<file path="config.mk">
export PLATFORM = sky130hd
export DESIGN_NAME = mult_seq_mac
export DESIGN_NICKNAME = d
export VERILOG_FILES = /design/src/rtl/mult_seq_mac.sv
export SDC_FILE = /design/constraint.sdc
export NUM_CORES = 1
export LEC_CHECK = 0
export CORE_AREA = 3 3 74 90
export DETAILED_ROUTE_END_ITERATION = 10
export DIE_AREA = 0 0 77 93
export GPL_TIMING_DRIVEN = 1
export PLACE_DENSITY_LB_ADDON = 0.1
export RECOVER_POWER = 25
export SYNTH_ARGS = -nofsm -noshare
export SYNTH_HDL_FRONTEND = slang
export SYNTH_SLANG_ARGS = --single-unit
</file>
<file path="constraint.sdc">
create_clock -name clk -period 3.38 [get_ports clk]
set_input_delay 0.676 -clock clk [delete_from_list [all_inputs] [get_ports clk]]
set_output_delay 0.676 -clock clk [all_outputs]
set_load 0.01 [all_outputs]
</file>
<file path="src/rtl/mult_seq_mac.sv">
// mult_seq_mac
// Sequential unsigned multiply-accumulate engine built around one DxD digit
// multiplier. Each N-bit operand is split into K=N/D digits. One shifted
// digit partial product is added into the accumulator per cycle, so an
// operation takes K*K CALC cycles followed by one DONE cycle.
//
// Parameters:
//   N      operand width, a multiple of D
//   D      digit width of the internal multiplier
//   ACC_W  accumulator width, >= 2*N
//
// Ports:
//   clk       clock, rising edge
//   rst       synchronous reset, active low
//   start     request; only looked at in IDLE
//   acc_mode  sampled with start: 0 clears out/ovf first, 1 accumulates
//   a, b      operands, captured when start is accepted
//   out       accumulator register
//   busy      high in CALC and DONE
//   done      one-cycle pulse when out is final
//   ovf       sticky carry out of the accumulator MSB
module mult_seq_mac #(
    parameter int N     = 8,
    parameter int D     = 2,
    parameter int ACC_W = 20
) (
    input  logic             clk,
    input  logic             rst,
    input  logic             start,
    input  logic             acc_mode,
    input  logic [N-1:0]     a,
    input  logic [N-1:0]     b,
    output logic [ACC_W-1:0] out,
    output logic             busy,
    output logic             done,
    output logic             ovf
);

    localparam int K  = N / D;
    localparam int CW = (K > 1) ? $clog2(K) : 1;

    localparam logic [CW-1:0] LAST_DIG = CW'(K - 1);

    localparam logic [1:0] S_IDLE = 2'd0;
    localparam logic [1:0] S_CALC = 2'd1;
    localparam logic [1:0] S_DONE = 2'd2;

    logic [1:0]       state_q, state_d;
    logic [N-1:0]     a_q, a_d;
    logic [N-1:0]     b_q, b_d;
    logic [CW-1:0]    i_q, i_d;
    logic [CW-1:0]    j_q, j_d;
    logic [ACC_W-1:0] out_q, out_d;
    logic             ovf_q, ovf_d;

    // Datapath for the current digit pair (i_q, j_q)
    logic [D-1:0]     a_dig;
    logic [D-1:0]     b_dig;
    logic [2*D-1:0]   prod;
    logic [ACC_W-1:0] pp;
    logic [ACC_W:0]   sum;   // extra bit is the carry that feeds ovf

    assign a_dig = a_q[D*i_q +: D];
    assign b_dig = b_q[D*j_q +: D];
    assign prod  = a_dig * b_dig;
    // Zero-extend before shifting so high product bits are not lost.
    assign pp    = ACC_W'(prod) << (D * (int'(i_q) + int'(j_q)));
    assign sum   = {1'b0, out_q} + {1'b0, pp};

    always_comb begin
        state_d = state_q;
        a_d     = a_q;
        b_d     = b_q;
        i_d     = i_q;
        j_d     = j_q;
        out_d   = out_q;
        ovf_d   = ovf_q;
        case (state_q)
            S_IDLE: begin
                if (start) begin
                    state_d = S_CALC;
                    a_d     = a;
                    b_d     = b;
                    i_d     = '0;
                    j_d     = '0;
                    if (!acc_mode) begin
                        out_d = '0;
                        ovf_d = 1'b0;
                    end
                end
            end
            S_CALC: begin
                out_d = sum[ACC_W-1:0];
                if (sum[ACC_W]) begin
                    ovf_d = 1'b1;
                end
                // j is the inner digit counter, i the outer one.
                if (j_q == LAST_DIG) begin
                    j_d = '0;
                    if (i_q == LAST_DIG) begin
                        i_d     = '0;
                        state_d = S_DONE;
                    end else begin
                        i_d = i_q + 1'b1;
                    end
                end else begin
                    j_d = j_q + 1'b1;
                end
            end
            S_DONE: begin
                state_d = S_IDLE;
            end
            default: begin
                state_d = S_IDLE;
            end
        endcase
    end

    always_ff @(posedge clk) begin
        if (!rst) begin
            state_q <= S_IDLE;
            a_q     <= '0;
            b_q     <= '0;
            i_q     <= '0;
            j_q     <= '0;
            out_q   <= '0;
            ovf_q   <= 1'b0;
        end else begin
            state_q <= state_d;
            a_q     <= a_d;
            b_q     <= b_d;
            i_q     <= i_d;
            j_q     <= j_d;
            out_q   <= out_d;
            ovf_q   <= ovf_d;
        end
    end

    assign out  = out_q;
    assign busy = (state_q == S_CALC) || (state_q == S_DONE);
    assign done = (state_q == S_DONE);
    assign ovf  = ovf_q;

endmodule

</file>
Routed clock nets over the placement:
The bar under the picture is 20 um long.
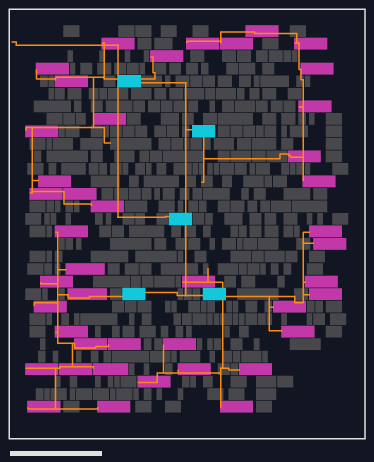
[magenta] flip-flops | count: 43
[orange] clock wires | length: 607 um
[cyan] cells driving clock nets | count: 5
routed clock nets: 6
flops lie: widely spread
Insertion Delay late pin: 0.30 ns
Clock Power Share: 0.289
Clk. pwr: 332 uW

Clock wiring as the flow saved it:
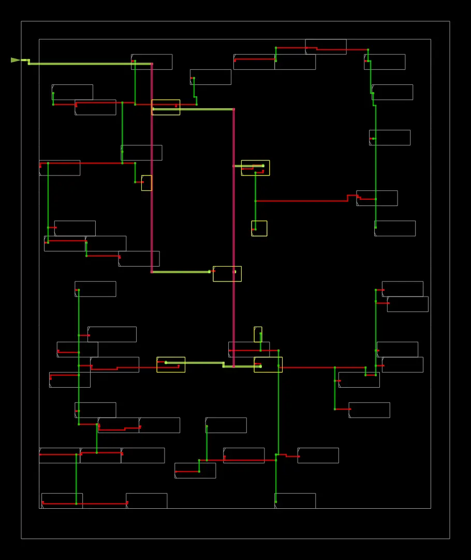
Clock Skew: 0.00565 ns
Flops: 43
CTS sink count: 43
clkbuf count: 6

==> notes.md <==
impl run done, here's what came out: fin nets 490, routed len/inst 14.9 um, Top FF cell, synth dfxtp_1, Slowest-stage cell, CP mux4_2, Chip Height 93 um, ys cells 350, Most common cell on crit path ha_4, Logic pwr share 0.232, top sig layer met4, Setup WS post-layout -0.191 ns, fmax 0.280 GHz, Hold Path End a_q[7]$_SDFFE_PN0P_, yosys warns 0, IO Pins 43, dominant cell type by area after synthesis dfxtp_1, CP Data Arrival Time 3.75 ns, startpoint class of the critical path register, Log Warnings 31, Place WS -0.242 ns, post-synth area from yosys stat 0.00283 mm2, Die Wd 77 um, top cells by count, synth nand2_1 (54), dfxtp_1 (43), a21oi_1 (40), Hold Slack 0.463 ns, syn_nets 398, unrepaired setup endpoints after global routing true, Top logic family AND-OR/OR-AND gates, Post-CTS Hold Fix Bufs 0, P_seq 550 uW, Main power group sequential cells, outcome finished, violations left, Psw 358 uW, PortBufs 42, clk cell area share 0.0208, Total GRT Usage 0.220, GR Layer Usage met1 0.250, RR Startpoint j_q[0]$_SDFFE_PN0P_, Seq pwr share 0.479, R2R depth 16, wire length on met2 4080 um, crit path capture out[19]$_SDFFE_PN0P_, worst-path fanout max 3, most common cell in the netlist nand2_1, worst vdd ir 248 uV, Max-area cell class multi-input combinational cells, average via count per standard cell 5.48, Int Pwr 792 uW, storage element area 870 um2, failing checks negative setup slack, Repair and plain buffers 99, Reg2Reg Capture Point out[19]$_SDFFE_PN0P_, ANT cells 0, cell leakage power 1.69 nW, logic share of the area 0.519, CTS Buf Count 5, P&R area growth vs syn 44.6%, Inst Count DP 504, count of final setup violators 7, Post CTS Setup Buffer Count 8, Finished Layout Cells 525, Slew @ Worst Pin 1.38 ns, Crit path largest cell delay 0.51 ns, clk slew on worst S/H paths 0.09 ns, Root Driver clkbuf_8, min-delay src a_q[7]$_SDFFE_PN0P_, worst setup path start j_q[0]$_SDFFE_PN0P_, Top cells by area dfxtp_1 (30%), ha_1 (11%), nand2_1 (7.2%), a21oi_1 (7.1%), nor2_1 (3.6%), comb pwr 267 uW, WL met3 229 um, fp_density 0.477, Final ANT Viol Nets 0, Top cell area share 0.304, commonest non-fill, non-tap cells in the layout nand2_1 (53), buf_4 (53), clkdlybuf4s50_1 (41), global-route wire length before repair 12,700 um, final hold viol count 0, Die Footprint 0.00716 mm2, sequential cell area fraction in the yosys report 0.304, M1 WL 3230 um, Critical Path RT 3.56 ns, grt total ovfl 0, Rel. slew slack 0.0792, layout cell share with drive strength beyond 1 0.251, Seq area share 0.212, Tot Pwr 1.15 mW, Cell variety after synth 47, fin crit period 3.57 ns, Non-clk invs 15, fin crit share 1.06, antenna violations before repair 0, yosys simple share 0.195, cts repair resizes 20
The metal 4 layer:
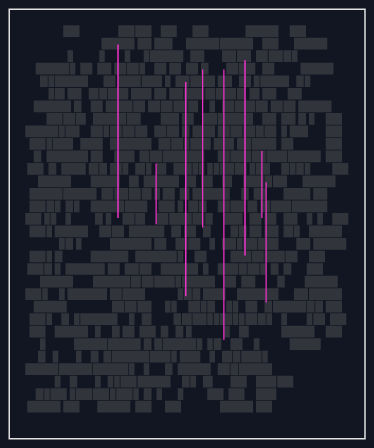
main direction: vertical
share of all routed wire: 3.5%
nets with wire on the layer: 8
longest straight run: 58.5 um
WL final: 7820 um
Vias: 2,879

Power and IR drop assume default switching activity.
